`src/rtl/uart_rx_inbuf_pkg.sv`:
```
// rtl/uart_rx_inbuf_pkg.sv - shared types and defaults for the UART input buffer
//
// Purpose: receiver FSM state type plus default frame width and baud divisor
// for the uart_rx_inbuf block and its FIFO.
// Ports: none (package).
package pkg_uart;

  localparam int UART_DATA_W       = 8;
  localparam int UART_CLKS_PER_BIT = 104;  // 12 MHz / 115200

  typedef enum logic [2:0] {
    RX_IDLE,
    RX_START,
    RX_DATA,
    RX_STOP,
    RX_WAIT
  } rx_state_t;

endpackage

```
`src/rtl/uart_rx_inbuf_fifo.sv`:
```
// rtl/uart_rx_inbuf_fifo.sv - show-ahead byte FIFO behind the UART receiver
//
// Purpose: DEPTH-entry FIFO with registered pointers and an entry count that
// drives empty/full. Head entry is presented combinationally on data_out.
// Ports:
//   clk, rst   clock; synchronous active-high reset
//   push       write push_data (accepted when not full, or when full and popping)
//   push_data  DATA_W-bit entry to write
//   pop        consume head entry; ignored when empty
//   empty      no entries held
//   full       DEPTH entries held
//   count      number of entries held
//   data_out   head entry (mem[rd_ptr])
module rx_fifo #(
  parameter int DEPTH  = 16,
  parameter int DATA_W = 8
) (
  input  logic                     clk,
  input  logic                     rst,
  input  logic                     push,
  input  logic [DATA_W-1:0]        push_data,
  input  logic                     pop,
  output logic                     empty,
  output logic                     full,
  output logic [$clog2(DEPTH):0]   count,
  output logic [DATA_W-1:0]        data_out
);

  localparam int AW = $clog2(DEPTH);

  logic [DATA_W-1:0] mem [DEPTH];
  logic [AW-1:0]     wr_ptr;
  logic [AW-1:0]     rd_ptr;
  logic              do_push;
  logic              do_pop;

  assign empty    = (count == '0);
  assign full     = (count == (AW+1)'(DEPTH));
  assign data_out = mem[rd_ptr];

  // A pop on a full FIFO frees the slot the simultaneous push lands in.
  assign do_pop  = pop & ~empty;
  assign do_push = push & (~full | do_pop);

  // DEPTH is a power of two, so pointer wrap is the natural AW-bit rollover.
  always_ff @(posedge clk) begin
    if (rst) begin
      wr_ptr <= '0;
      rd_ptr <= '0;
      count  <= '0;
      for (int i = 0; i < DEPTH; i++) begin
        mem[i] <= '0;
      end
    end else begin
      if (do_push) begin
        mem[wr_ptr] <= push_data;
        wr_ptr      <= wr_ptr + 1'b1;
      end
      if (do_pop) begin
        rd_ptr <= rd_ptr + 1'b1;
      end
      case ({do_push, do_pop})
        2'b10:   count <= count + 1'b1;
        2'b01:   count <= count - 1'b1;
        default: count <= count;
      endcase
    end
  end

endmodule

```
`src/rtl/uart_rx_inbuf.sv`:
```
// rtl/uart_rx_inbuf.sv - 8N1 UART receiver feeding a show-ahead byte FIFO
//
// Purpose: producer end of the CU input buffer. Deserialises frames from the
// host serial line and queues completed bytes for the CU to read (GETC).
// Ports:
//   clk        clock; all logic rising-edge
//   rst        synchronous, active-high reset
//   rx         asynchronous serial line, idles high
//   pop_front  consume head entry; ignored when empty
//   empty      FIFO holds no entries
//   data_out   head entry, valid while !empty
//   full       FIFO holds DEPTH entries
//   count      current number of entries
//   frame_err  one-cycle pulse: stop bit sampled low
//   overflow   sticky: a completed byte was dropped because the FIFO was full
module uart_rx_inbuf
  import pkg_uart::*;
#(
  parameter int CLKS_PER_BIT = UART_CLKS_PER_BIT,
  parameter int DEPTH        = 16,
  parameter int DATA_W       = UART_DATA_W
) (
  input  logic                   clk,
  input  logic                   rst,
  input  logic                   rx,
  input  logic                   pop_front,
  output logic                   empty,
  output logic [DATA_W-1:0]      data_out,
  output logic                   full,
  output logic [$clog2(DEPTH):0] count,
  output logic                   frame_err,
  output logic                   overflow
);

  localparam int CW = $clog2(CLKS_PER_BIT);
  localparam int IW = $clog2(DATA_W + 1);
  localparam logic [CW-1:0] HALF_LOAD = CW'(CLKS_PER_BIT / 2 - 1);
  localparam logic [CW-1:0] FULL_LOAD = CW'(CLKS_PER_BIT - 1);
  localparam logic [IW-1:0] LAST_IDX  = IW'(DATA_W - 1);

  logic              rx_meta;
  logic              rxs;
  rx_state_t         state, state_n;
  logic [CW-1:0]     cnt, cnt_n;
  logic [IW-1:0]     idx, idx_n;
  logic [DATA_W-1:0] shreg, shreg_n;
  logic              push;
  logic              ferr_n;

  // Synchroniser preset high so reset never looks like a start bit.
  always_ff @(posedge clk) begin
    if (rst) begin
      rx_meta <= 1'b1;
      rxs     <= 1'b1;
    end else begin
      rx_meta <= rx;
      rxs     <= rx_meta;
    end
  end

  always_ff @(posedge clk) begin
    if (rst) begin
      state     <= RX_IDLE;
      cnt       <= '0;
      idx       <= '0;
      shreg     <= '0;
      frame_err <= 1'b0;
    end else begin
      state     <= state_n;
      cnt       <= cnt_n;
      idx       <= idx_n;
      shreg     <= shreg_n;
      frame_err <= ferr_n;
    end
  end

  // The baud counter free-runs down to zero; each state acts on the zero cycle.
  // The start bit is checked at half a bit so data bits are taken mid-bit.
  always_comb begin
    state_n = state;
    cnt_n   = cnt;
    idx_n   = idx;
    shreg_n = shreg;
    push    = 1'b0;
    ferr_n  = 1'b0;
    if (cnt != '0) begin
      cnt_n = cnt - 1'b1;
    end
    unique case (state)
      RX_IDLE: begin
        if (!rxs) begin
          state_n = RX_START;
          cnt_n   = HALF_LOAD;
        end
      end
      RX_START: begin
        if (cnt == '0) begin
          if (rxs) begin
            state_n = RX_IDLE;
          end else begin
            state_n = RX_DATA;
            idx_n   = '0;
            cnt_n   = FULL_LOAD;
          end
        end
      end
      RX_DATA: begin
        if (cnt == '0) begin
          shreg_n[idx] = rxs;
          cnt_n        = FULL_LOAD;
          if (idx == LAST_IDX) begin
            state_n = RX_STOP;
          end else begin
            idx_n = idx + 1'b1;
          end
        end
      end
      RX_STOP: begin
        if (cnt == '0) begin
          if (rxs) begin
            push    = 1'b1;
            state_n = RX_IDLE;
          end else begin
            ferr_n  = 1'b1;
            state_n = RX_WAIT;
          end
        end
      end
      RX_WAIT: begin
        // Line held low (break): wait for idle before hunting a new start bit.
        if (rxs) begin
          state_n = RX_IDLE;
        end
      end
      default: state_n = RX_IDLE;
    endcase
  end

  // A pop in the push cycle makes room, so only a push into a full FIFO
  // without a pop loses the byte.
  always_ff @(posedge clk) begin
    if (rst) begin
      overflow <= 1'b0;
    end else if (push && full && !pop_front) begin
      overflow <= 1'b1;
    end
  end

  rx_fifo #(
    .DEPTH  (DEPTH),
    .DATA_W (DATA_W)
  ) u_fifo (
    .clk       (clk),
    .rst       (rst),
    .push      (push),
    .push_data (shreg_n),
    .pop       (pop_front),
    .empty     (empty),
    .full      (full),
    .count     (count),
    .data_out  (data_out)
  );

endmodule

```
`config.mk`:
```
export PLATFORM = sky130hd
export DESIGN_NAME = uart_rx_inbuf
export DESIGN_NICKNAME = d
export VERILOG_FILES = /design/src/rtl/uart_rx_inbuf_pkg.sv /design/src/rtl/uart_rx_inbuf_fifo.sv /design/src/rtl/uart_rx_inbuf.sv
export SDC_FILE = /design/constraint.sdc
export NUM_CORES = 1
export LEC_CHECK = 0
export ABC_CLOCK_PERIOD_IN_PS = 3200
export CORE_MARGIN = 5
export CORE_UTILIZATION = 40
export CTS_CLUSTER_DIAMETER = 40
export DETAILED_ROUTE_END_ITERATION = 8
export PLACE_DENSITY = 0.56
export SYNTH_ARGS = -nofsm -noshare
export SYNTH_HDL_FRONTEND = slang
export SYNTH_SLANG_ARGS = --single-unit
```
`constraint.sdc`:
```
create_clock -name clk -period 3.2 [get_ports clk]
set_input_delay 0.32 -clock clk [delete_from_list [all_inputs] [get_ports clk]]
set_output_delay 0.32 -clock clk [all_outputs]
set_load 0.005 [all_outputs]
```
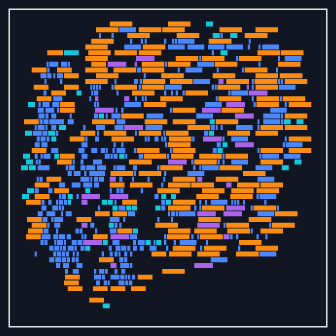
**Above:** run 1 (placement by cell class).
legend:
  cyan:
    class: other buffers and delay cells
    cells: 47
    share_of_their_area: 4.8%
  blue:
    class: all other logic
    cells: 394
    share_of_their_area: 34%
  orange:
    class: flip-flops
    cells: 171
    share_of_their_area: 55%
  purple:
    class: clock drivers and dummy loads
    cells: 32
    share_of_their_area: 6.9%
sequential share of cell area: 0.526
Final Core Density: 0.464
Core Footprint: 19300 µm²

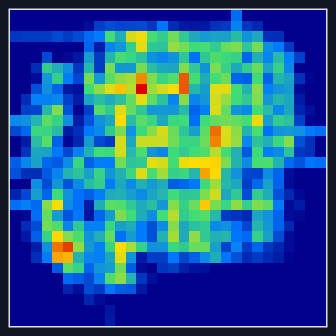
**Above:** run 1 (signal metal coverage by tile).
The die is cut into 30 by 30 equal tiles; dark blue is low, red is high, scaled to the fullest tile. Values are wire area over tile area, all layers added.
fullest tile: 0.49
emptiest ninth of the die: south-east
densest ninth of the die: centre
mean over tiles: 0.13
tiles over half the peak: 18%

==> results.txt, run 1 <==
impl run done, here's what came out: root buffer cell clkbuf_16, yosys aoi share 0.0298, post-route cell area about 9000 µm², dominant register cell edfxtp_1, Hold Startpoint rst, n_taps 265, top cells by count 162 x nor2_1, 128 x edfxtp_1, 43 x dfxtp_1, Cell Type Count 51, number of top-level pins 21, post-synthesis simple-gate area fraction 0.169, die area roughly 22000 µm², startpoint types register, placed insts a little under 900, EDFF count, synth 128, worst clock skew approximately 6.7 ps, Sequential Area between 4000 and 5000 µm², initial antenna violation count 0, Comb area share 0.322, Seq share, synth 0.605, first-pass GRT wire length 28300 µm, setup bufs post-CTS 0, Overflow after GRT 0, max-slew violation count 0, critical path class register to primary output, worst-path maximum fanout 32, TritonCTS clock tree built, LEAKAGE between 2 and 3 nW, Power Density 564 nW/µm², aggregate global-route resource usage 0.170, final wirelength 17800 µm, chip area in the Yosys report between 7000 and 8000 µm², outcome finished, final reports clean, FMAX between 0.3 and 0.4 GHz, 1st-iter DRT viols around 380, nature of the critical path endpoint primary output, fillers ~1.8k, slew margin rel. 0.552, clk sinks roughly 170, Top area cell types edfxtp_1 49%, mux4_2 12%, dfxtp_1 11%, worst ir drop on vdd 0.365 mV, clock transition at the registers of the reported paths roughly 60 ps, RR Endpoint u_fifo.count[4], adder share 0.0219, die height between 100 and 150 µm, clk latency late pin about 420 ps, I/O Buffers 20, inverter count 8, hold path depth 2, # rows 51, layout cells sized above 1 0.180, number of antenna diodes 0, count of plain and timing-repair buffers between 40 and 50, Comb gates 386, Seq cells between 150 and 200, most frequent logic cell in the layout nor2_1, via count 4784, hold endpoint shreg[0], synthesized area approximately 7800 µm², count of tool warnings 29, Setup crit end data_out[5], Mapped Nets 621, dominant cell type by area after synthesis edfxtp_1, Logic cell area around 2900 µm², routed vias/inst 5.26, Placed Area roughly 8400 µm², Period minus WS final 2940 ps, Tcrit/Tclk final 0.920, Fin Setup TNS 0 ps, cts repair resizes 0, cell with the most instances after synthesis nor2_1, pin count of the biggest net entering global routing about 45, r2r startpoint u_fifo.count[0], Chip Width about 150 µm, Clock Network Area Fraction 0.0662, vias in the first global route between 4k and 5k
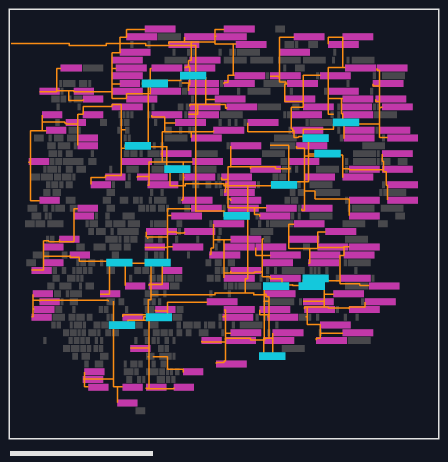
**Above:** run 1 (clock distribution).
The bar under the picture is 50 µm long.
legend:
  cyan:
    item: cells driving clock nets
    count: 17
  magenta:
    item: flip-flops
    count: 171
  orange:
    item: clock wires
    length: 1970 µm
flops lie: spread over the die

run 1: worst max-delay path, stage by stage (launching register included):
cell and delay [ps]:
dfxtp_2 340, buf_12 260, mux4_2 600, mux4_2 490, clkdlybuf4s50_1 480
run 1: where the power goes:
part	internal (W)	total [W]	switching, W
Combinational	0.000190	0.000465	0.000275
Sequential	0.00249	0.00255	0.0000615
Clock	0.00117	0.00203	0.000861
run 1: sequential cells by signal, summed over array words and instances, names as in the netlist, 3 cells and up, named ones only:
signal and count:
cnt 7, idx 4, shreg 8, state 3, u_fifo.count 5, u_fifo.mem 128, u_fifo.rd_ptr 4, u_fifo.wr_ptr 4
run 1: layer usage:
layer,GRT usage,vias to the layer above,wire (µm)
met1,0.235,2406,8110
met5,0,-,0
met3,0.0336,20,810
met4,0.0632,0,376
met2,0.269,101,8530
li1,-,2257,-
**Run 1: clock wiring as the flow saved it**

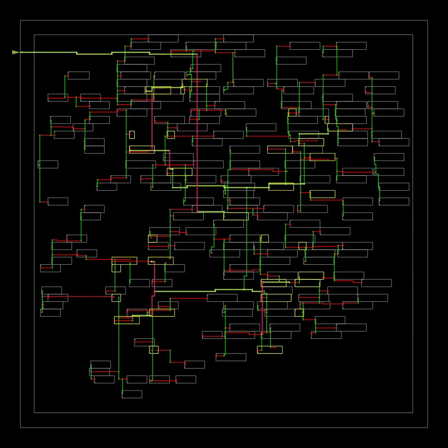

==> inputs of run 2 (changes only) <==
--- a/config.mk
+++ b/config.mk
@@ -10,7 +10,8 @@
 export CORE_UTILIZATION = 40
 export CTS_CLUSTER_DIAMETER = 40
 export DETAILED_ROUTE_END_ITERATION = 8
-export PLACE_DENSITY = 0.56
+export PLACE_DENSITY_LB_ADDON = 0.15
+export SKIP_CTS_REPAIR_TIMING = 1
 export SYNTH_ARGS = -nofsm -noshare
 export SYNTH_HDL_FRONTEND = slang
 export SYNTH_SLANG_ARGS = --single-unit
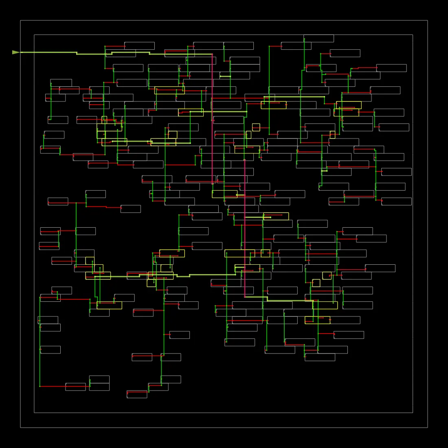
**Above:** run 2 (clock wiring as the flow saved it).
clk sinks: 171
total CTS buffers: 17
clk pwr: 0.00206 W

==> results.txt, run 2 <==
impl run done, here's what came out: EDFF count, synth approximately 130, clock buffer depth 2, clock transition at the registers of the reported paths 70 ps, FP Core Util 0.403, count of tool warnings 29, Final Core Density 0.467, outcome finished, final reports clean, Largest Register u_fifo.mem, final wirelength 18100 µm, number of top-level pins 21, slew margin rel. 0.559, Worst path top cell family by delay multiplexers, H-tree depth 4, Top Layout Cells 162 x nor2_1, 128 x edfxtp_1, 42 x dfxtp_1, most frequent logic cell in the layout nor2_1, r2r startpoint u_fifo.count[0], via count ~4.9k, I/O Buffers 20, pin slew with the least headroom to its limit between 600 and 700 ps, final std cells w/o fill approximately 920, first-pass GRT wire length around 29000 µm, Syn Area/Cell approximately 13 µm², Top area cell types edfxtp_1 49%, mux4_2 12%, dfxtp_1 11%, Post-Syn Instances just over 600, Main logic family simple AND/OR/NAND/NOR gates, fillers approximately 1.8k, Tcrit/Tclk final 0.919, Hold WS between 200 and 300 ps, dominant cell type by area after synthesis edfxtp_1, Largest register FFs ~130, Power Density 564 nW/µm², total power after layout between 0.005 and 0.006 W, Placed Area approximately 8400 µm², max-slew violation count 0, dominant register cell edfxtp_1, Seq share, synth 0.605, post-synthesis simple-gate area fraction 0.169, nature of the critical path endpoint primary output, Overflow after GRT 0, worst clock skew 12.1 ps, per-cell routed wire length ~20 µm, ys flops around 170, aggregate global-route resource usage 0.172, Max-area cell share 0.494, FMAX 0.340 GHz, Fin Setup TNS 0 ps, die area between 20000 and 25000 µm², hold path depth 2, chip area in the Yosys report ~7800 µm², adder share 0.0219, max cap viols 0, Data required, critical path about 2900 ps, Mapped Nets 621, root buffer cell clkbuf_16, XOR Share, Synth 0.0135, slowest stage delay, CP 610 ps, layout cells sized above 1 0.192, 1st-iter DRT viols 420, LEAKAGE around 3.0 nW, critical path's slowest cell mux4_2, Setup crit end data_out[5], Sequential Area 4710 µm², # rows between 50 and 60, crit-path cells buf_12 > mux4_2 > mux4_2 > clkdlybuf4s50_1, pin count of the biggest net entering global routing between 40 and 50, TritonCTS clock tree built, RR Endpoint u_fifo.count[4], Period minus WS final 2940 ps, die height 149 µm, critical path's most frequent cell mux4_2, endpoints failing setup 0, area grow syn2layout 15.7%, reg-to-reg slack, setup roughly 300 ps, Logic cell area between 2000 and 3000 µm², cell with the most instances after synthesis nor2_1, Yosys warnings 0, WP buf/inv 2, post-route cell area 8990 µm², initial antenna violation count 0, worst-path maximum fanout 32, dpl ws between 300 and 400 ps, fin nets roughly 660, placed insts roughly 880, Hold Startpoint rst, vias in the first global route roughly 5.0k, Hold WC Path Type input pin to register, number of antenna diodes 0, top cells by count 162 x nor2_1, 128 x edfxtp_1, 43 x dfxtp_1, CP arrival roughly 2600 ps, startpoint types register, Core Footprint approximately 19000 µm², Cell Type Count between 50 and 60, routed vias/inst roughly 5.3, synthesized area around 7800 µm², critical path class register to primary output, routability congestion estimate approximately 0.81, Chip Width roughly 150 µm, yosys aoi share 0.0298, area fraction in mux cells 0.136, # DRC 0, clk latency late pin roughly 430 ps, hold endpoint shreg[5], biggest regs u_fifo.mem (128), shreg (8), cnt (7), worst ir drop on vdd about 0.36 mV, reg2reg path depth 9, number of cells on the critical path 4
## run 2: cell type report
class	instances	share of cell area
clock buffers	17	0.0473
clock inverters	15	0.0181
well taps	265	0.0369
inverters	8	0.00334
repair buffers	54	0.0515
flip-flops and latches	171	0.523
multi-input cells	386	0.320
## run 2: metal layers
metal  global-route usage  part of all wire  vias to the layer above
li1                     -                 -                     2270
met1                0.237              0.44                     2450
met2                0.268              0.47                      127
met3               0.0400             0.059                       21
met4               0.0618             0.028                        0
met5                    0                 0                        -
## run 2: where the power goes
| group | internal (W) | switching [W] | total, W | leakage, nW |
|---|---|---|---|---|
| clock network | 0.00117 | 0.000898 | 0.00206 | 0.287 |
| registers | 0.00248 | 0.0000571 | 0.00254 | 1.60 |
| logic | 0.000189 | 0.000278 | 0.000467 | 1.11 |
Power and IR drop assume default switching activity.
